<file path="config.mk">
export PLATFORM = sky130hd
export DESIGN_NAME = hp_serial_ctrl
export DESIGN_NICKNAME = d
export VERILOG_FILES = /design/src/rtl/hp_serial_ctrl.sv
export SDC_FILE = /design/constraint.sdc
export NUM_CORES = 1
export LEC_CHECK = 0
export CAP_MARGIN = 10
export CORE_ASPECT_RATIO = 1.2
export CORE_MARGIN = 1
export CORE_UTILIZATION = 37
export DETAILED_ROUTE_END_ITERATION = 7
export GPL_TIMING_DRIVEN = 0
export PLACE_DENSITY = 0.53
export REMOVE_ABC_BUFFERS = 1
export SYNTH_ARGS = -nofsm -noshare
export SYNTH_HDL_FRONTEND = slang
export SYNTH_SLANG_ARGS = --single-unit
</file>
<file path="constraint.sdc">
create_clock -name CLK -period 3.6 [get_ports CLK]
set_clock_uncertainty 0.05 [all_clocks]
set_input_delay 0.36 -clock CLK [delete_from_list [all_inputs] [get_ports CLK]]
set_output_delay 0.36 -clock CLK [all_outputs]
set_load 0.01 [all_outputs]
</file>
<file path="src/rtl/hp_serial_ctrl.sv">
// hp_serial_ctrl: bus-programmable byte FIFO feeding a serial shifter for
// cascaded dot-matrix display chips (HP_CLK / HP_DO / per-chip CE).
// Build option: define HP_SERIAL_IRQ_EN to include the burst-done interrupt
// (IRQ output, CTRL.IRQ_EN bit, STATUS write-to-clear). Without it IRQ is 0.
module hp_serial_ctrl #(
    parameter int DIV_W      = 5,
    parameter int FIFO_DEPTH = 16,
    parameter int N_CHIPS    = 4
) (
    input  logic               CLK,
    input  logic               RESET,
    input  logic               WE,
    input  logic [3:0]         A,
    input  logic [31:0]        WD,
    output logic [31:0]        RD,
    output logic [N_CHIPS-1:0] HP_CE_N,
    output logic               HP_RS,
    output logic               HP_RESET_N,
    output logic               HP_BLANK,
    output logic               HP_DO,
    output logic               HP_CLK,
    output logic               IRQ
);

    localparam int AW = $clog2(FIFO_DEPTH);
    localparam int CW = AW + 1;

    typedef enum logic [1:0] {IDLE, SETUP, SHIFT, HOLD} state_t;

    state_t             state;
    logic               ctrl_rs;
    logic               ctrl_blank;
    logic               ctrl_drst;
    logic               ctrl_irq_en;
    logic [3:0]         ctrl_csel;
    logic               ovf;
    logic               irq;

    logic [7:0]         mem [FIFO_DEPTH];
    logic [AW-1:0]      wr_ptr;
    logic [AW-1:0]      rd_ptr;
    logic [CW-1:0]      count;
    logic               empty;
    logic               full;
    logic               push;
    logic               pop;
    logic               busy;
    logic               wr_ctrl;
    logic               wr_stat;

    logic [DIV_W-1:0]   div_cnt;
    logic               half_tick;
    logic [2:0]         bit_cnt;
    logic [7:0]         shreg;
    logic               hp_clk_q;
    logic               rs_q;
    logic [N_CHIPS-1:0] ce_n_q;
    logic [N_CHIPS-1:0] ce_sel_n;
    logic               unused_wd;

    assign wr_ctrl   = WE && (A == 4'd1);
    assign wr_stat   = WE && (A == 4'd2);
    assign empty     = (count == '0);
    assign full      = (count == CW'(FIFO_DEPTH));
    assign push      = WE && (A == 4'd0) && !full;
    assign half_tick = &div_cnt;
    assign busy      = (state != IDLE) || !empty;
    assign unused_wd = ^WD[31:12];

    // A byte leaves the FIFO when the shifter is idle, or at the last falling edge of a byte to chain the next one
    assign pop = !empty && ((state == IDLE) ||
                 ((state == SHIFT) && half_tick && hp_clk_q && (bit_cnt == 3'd7)));

    // FIFO pointers, occupancy and the sticky overflow flag
    always_ff @(posedge CLK) begin
        if (RESET) begin
            wr_ptr <= '0;
            rd_ptr <= '0;
            count  <= '0;
            ovf    <= 1'b0;
        end else begin
            if (push)
                wr_ptr <= wr_ptr + AW'(1);
            if (pop)
                rd_ptr <= rd_ptr + AW'(1);
            count <= count + CW'(push) - CW'(pop);
            if (WE && (A == 4'd0) && full)
                ovf <= 1'b1;
            else if (wr_stat && WD[3])
                ovf <= 1'b0;
        end
    end

    // FIFO storage needs no reset; only the pointers define its contents
    always_ff @(posedge CLK) begin
        if (push)
            mem[wr_ptr] <= WD[7:0];
    end

    // CTRL register fields that exist in every build
    always_ff @(posedge CLK) begin
        if (RESET) begin
            ctrl_rs    <= 1'b0;
            ctrl_blank <= 1'b0;
            ctrl_drst  <= 1'b1;
            ctrl_csel  <= 4'd0;
        end else if (wr_ctrl) begin
            ctrl_rs    <= WD[1];
            ctrl_blank <= WD[2];
            ctrl_drst  <= WD[4];
            ctrl_csel  <= WD[11:8];
        end
    end

`ifdef HP_SERIAL_IRQ_EN
    logic burst_done;
    assign burst_done = (state == HOLD) && half_tick;

    // Interrupt enable and level interrupt; a completion in the same cycle as a clear keeps it set
    always_ff @(posedge CLK) begin
        if (RESET) begin
            ctrl_irq_en <= 1'b0;
            irq         <= 1'b0;
        end else begin
            if (wr_ctrl)
                ctrl_irq_en <= WD[5];
            if (burst_done && ctrl_irq_en)
                irq <= 1'b1;
            else if (wr_stat && WD[0])
                irq <= 1'b0;
        end
    end
`else
    assign ctrl_irq_en = 1'b0;
    assign irq         = 1'b0;
`endif

    // Decode CTRL.CSEL into active-low enables; out-of-range selects enable nothing
    always_comb begin
        ce_sel_n = '1;
        for (int i = 0; i < N_CHIPS; i++) begin
            if (ctrl_csel == 4'(i))
                ce_sel_n[i] = 1'b0;
        end
    end

    // Serial engine: SETUP half-period, 16 clock half-periods per byte, one HOLD half-period
    always_ff @(posedge CLK) begin
        if (RESET) begin
            state    <= IDLE;
            div_cnt  <= '0;
            bit_cnt  <= 3'd0;
            shreg    <= 8'd0;
            hp_clk_q <= 1'b0;
            rs_q     <= 1'b0;
            ce_n_q   <= '1;
        end else begin
            case (state)
                IDLE: begin
                    hp_clk_q <= 1'b0;
                    ce_n_q   <= '1;
                    if (!empty) begin
                        shreg   <= mem[rd_ptr];
                        rs_q    <= ctrl_rs;
                        ce_n_q  <= ce_sel_n;
                        div_cnt <= '0;
                        bit_cnt <= 3'd0;
                        state   <= SETUP;
                    end
                end
                SETUP: begin
                    div_cnt <= div_cnt + DIV_W'(1);
                    if (half_tick)
                        state <= SHIFT;
                end
                SHIFT: begin
                    div_cnt <= div_cnt + DIV_W'(1);
                    if (half_tick) begin
                        if (!hp_clk_q) begin
                            hp_clk_q <= 1'b1;
                        end else begin
                            hp_clk_q <= 1'b0;
                            if (bit_cnt == 3'd7) begin
                                bit_cnt <= 3'd0;
                                if (!empty) begin
                                    shreg <= mem[rd_ptr];
                                end else begin
                                    shreg <= {shreg[6:0], 1'b0};
                                    state <= HOLD;
                                end
                            end else begin
                                bit_cnt <= bit_cnt + 3'd1;
                                shreg   <= {shreg[6:0], 1'b0};
                            end
                        end
                    end
                end
                HOLD: begin
                    div_cnt <= div_cnt + DIV_W'(1);
                    if (half_tick) begin
                        ce_n_q <= '1;
                        state  <= IDLE;
                    end
                end
                default: state <= IDLE;
            endcase
        end
    end

    // Register read mux, combinational on the address
    always_comb begin
        RD = '0;
        case (A)
            4'd1: begin
                RD[1]    = ctrl_rs;
                RD[2]    = ctrl_blank;
                RD[4]    = ctrl_drst;
                RD[5]    = ctrl_irq_en;
                RD[11:8] = ctrl_csel;
            end
            4'd2: begin
                RD[0]     = busy;
                RD[1]     = empty;
                RD[2]     = full;
                RD[3]     = ovf;
                RD[15:8]  = 8'(count);
            end
            default: RD = '0;
        endcase
    end

    assign HP_CE_N    = ce_n_q;
    assign HP_RS      = rs_q;
    assign HP_RESET_N = ~ctrl_drst;
    assign HP_BLANK   = ctrl_blank;
    assign HP_DO      = shreg[7];
    assign HP_CLK     = hp_clk_q;
    assign IRQ        = irq;

endmodule

</file>
run_1/congestion.png
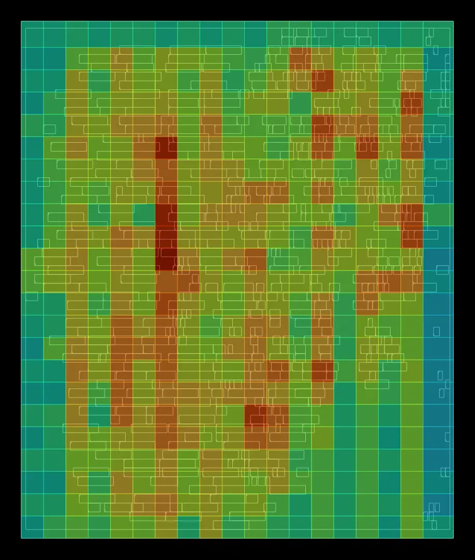
per-cell routed wire length: 18.04 um
GR peak layer: met2
GRT Overall Usage: 15.51%
final core occ: 43.36%
routing usage on met1: 18.78%

run_1/layer_met3.png
Drawn at 3 px/um.
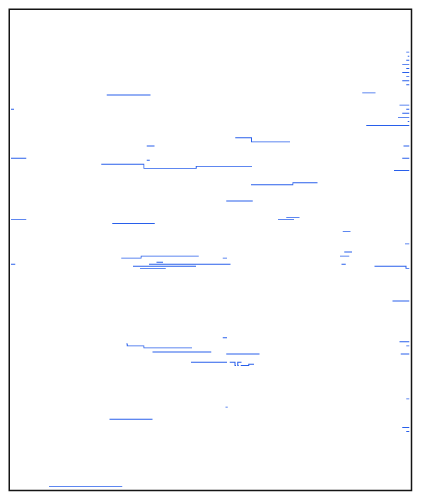
49 nets have wire on it. The layer holds 2.8% of the routed length.
DRT Wirelength: 15570 um
vias post-DR: 4414
M3 GR Usage: 3.492%

run_1/sizes.png
Drawn at 2 px/um.
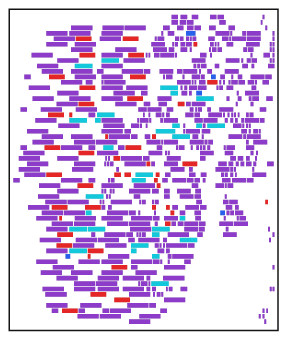
Cyan marks _6 and larger, cells 29, share 4.8%, most used clkbuf_16. Purple marks _0 and _1 cells, cells 519, share 87%, most used edfxtp_1. Red marks _2 cells, cells 45, share 7.5%, most used mux4_2. Blue marks _3 and _4 cells, cells 5, share 0.84%, most used buf_4.
final worst slack: 0.3302 ns
final instance area: 8813 um2

-- run 1: worst max-delay path, stage by stage, from the launching register on --
cell	delay, ns
dfxtp_1	0.33
inv_1	0.08
ha_1	0.19
nor4bb_1	0.75
nor3_2	0.24
xor2_1	0.22
ha_1	0.23
fa_1	0.40
a21oi_1	0.15
nor2_1	0.07
or3_1	0.35
a21oi_1	0.14
-- run 1: through the flow --
stage | area (um2) | TNS, ns
after floorplan | 7462 | 0
after global placement | 8164 | -9.755
after detailed placement | 8237 | 0
after CTS | 8786 | 0
after global routing | 8813 | 0
final | 8813 | 0
-- run 1: power breakdown --
| group | switching, mW | internal (mW) |
|---|---|---|
| logic | 0.805 | 0.759 |
| clock network | 0.820 | 0.910 |
| registers | 0.160 | 2.30 |
==> out/qor.csv, run 1 <==
stage,metric,value,unit
finish,share of layout cells above drive strength 1,13.21,%
finish,Layout Nets,644,
final_timing,hold slack,0.4299,ns
final_timing,period utilisation layout,90.83,%
finish,registers,177,
min_path,Hold Path Origin,HP_RS,
critical_path,CP Max Fanout,7,
finish,Non-clk bufs,43,
cts,clk_lat worst skew,0.43,ns
final_timing,FMAX,305.8,MHz
finish,buffer share of cell area,5.082,%
pwr,Pwr Total,5.750,mW
logic_synthesis,ao+oa area frac,5.306,%
cts,setup repair bufs after CTS,0,
floorplanning,io pins,81,
finish,Reg area,4826,um2
pwr,Leak Pwr,3.023,nW
placement,HPWL after DPL,10470,um
logic_synthesis,"Avg Cell Area, Syn",13.93,um2
placement,number of port buffers,37,
floorplanning,cell row count,57,
critical_path,critical path launch point,count[3],
logic_synthesis,yosys warns,0,
critical_path,Setup CP Type,reg2reg,
logic_synthesis,Synth Seq Share,62.76,%
logic_synthesis,synthesized instance count,552,
critical_path,end of the worst register-to-register path,count[4],
logic_synthesis,Seq cells post-synth,177,
final_timing,fin crit period,3.270,ns
finish,Filler Cells Inserted,1881,
run_status,status,finished clean,
routing,drt initial violations,301,
logic_synthesis,"Top FF cell, synth",edfxtp_1,
job,OpenROAD warnings,53,
finish,# diodes,0,
finish,most numerous logic cell after layout,edfxtp_1,
logic_synthesis,Top-area cell share,50.00,%
job,Max Cap Viol,0,
finish,max FFs per register,128,
finish,top flop regs,"mem x128, shreg x8",
global_route,initial antenna violation count,0,
routing,number of vias per cell,5.115,
routing,Detailed Routing Iterations Pass 1,5,
final_timing,Final setup viols,0,
routing,uppermost layer routed,met4,
run_1/logic_types.png
Drawn at 2 px/um.
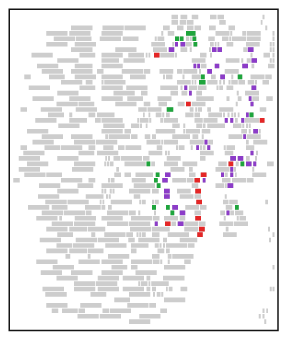

--- run 2 (diff from run 1) ---
- SLEW_MARGIN: not set -> 20
run_2/logic_types.png
Drawn at 2 px/um.
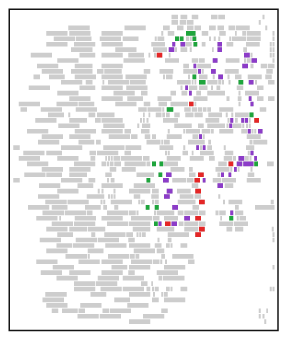
Red marks non-inverting ao/oa cells, cells 12. Green marks and/or cells, cells 19. Purple marks aoi and oai cells, cells 46.
most numerous logic cell after layout: edfxtp_1
Layout Cells excl Fill: 863
Comb/total area: 29.59%

run_2/congestion.png
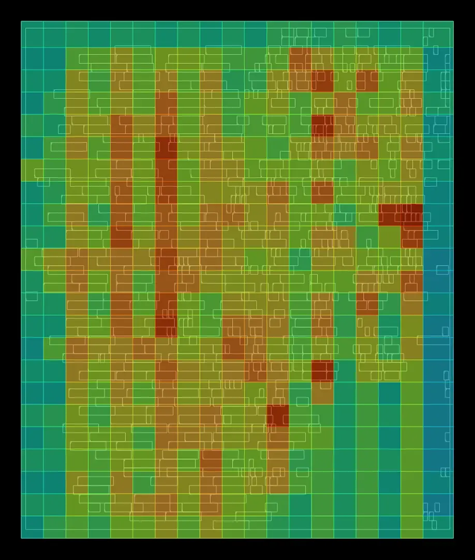
M3 GR Usage: 2.825%
routing usage on met1: 18.81%

==> out/qor.csv, run 2 <==
stage,metric,value,unit
routing,uppermost layer routed,met4,
routing,Detailed Routing Iterations Pass 1,4,
cts,clk_lat worst skew,0.42,ns
critical_path,cell mode on critical path,ha_1,
finish,# diodes,0,
critical_path,Setup CP Type,reg2reg,
job,OpenROAD warnings,53,
routing,vias post-DR,4357,
finish,final core occ,43.46,%
finish,max FFs per register,128,
placement,HPWL after DPL,10610,um
final_timing,final worst slack,0.3410,ns
pwr,Pwr Total,5.750,mW
critical_path,critical path launch point,div_cnt[0],
pwr,Leak Pwr,3.023,nW
logic_synthesis,Seq cells post-synth,177,
placement,number of port buffers,37,
routing,per-cell routed wire length,17.96,um
finish,final instance area,8833,um2
run_status,status,finished clean,
routing,DRT Wirelength,15500,um
logic_synthesis,Synth Seq Share,62.76,%
final_timing,Hold Fails Final Rpt,0,
logic_synthesis,"Top FF cell, synth",edfxtp_1,
cts,setup repair bufs after CTS,0,
critical_path,Crit-path slowest cell,a41oi_1,
critical_path,Top delay family on crit path,adder cells,
logic_synthesis,ao+oa area frac,5.306,%
placement,Area after DPL,8273,um2
global_route,GRT Overall Usage,15.30,%
global_route,largest net degree at the start of global routing,27,
floorplanning,cell row count,57,
critical_path,end of the worst register-to-register path,count[4],
logic_synthesis,synthesized instance count,552,
critical_path,CP Max Fanout,6,
logic_synthesis,Top logic family,multiplexers,
final_timing,Final setup viols,0,
critical_path,Critical path buffers and inverters,0,
floorplanning,io pins,81,
critical_path,Worst path depth,12,
logic_synthesis,yosys warns,0,
finish,share of layout cells above drive strength 1,13.38,%
logic_synthesis,Top-area cell share,50.00,%
routing,number of vias per cell,5.049,
critical_path,startpoint type of the worst setup path,register,
routing,drt initial violations,388,
min_path,Hold Path Origin,RESET,
global_route,initial antenna violation count,0,
final_timing,FMAX,306.8,MHz
global_route,GR peak layer,met2,
[run 2: cell types whose count changed in the layout (fill, tap and decap cells not counted), sizes merged]
cell / delta
bufinv: +1
clkinvlp: +1
clkinv: +2
clkbuf: +1
inv: -5
[run 2: area by class of cell]
cell class	count	area, um2
fill	1876	11490
clock buffer	19	432.9
tap	265	331.6
clock inverter	13	127.6
sequential	177	4831
timing repair buffer	43	440.4
multi-input combinational	331	2614
inverter	15	56.30
[run 2: report_power, final]
part / switching [mW] / internal (mW)
Clock: 0.788 / 0.966
Sequential: 0.198 / 2.30
Combinational: 0.771 / 0.727
Total: 1.76 / 3.99
Power is estimated from default activity; no workload was simulated.
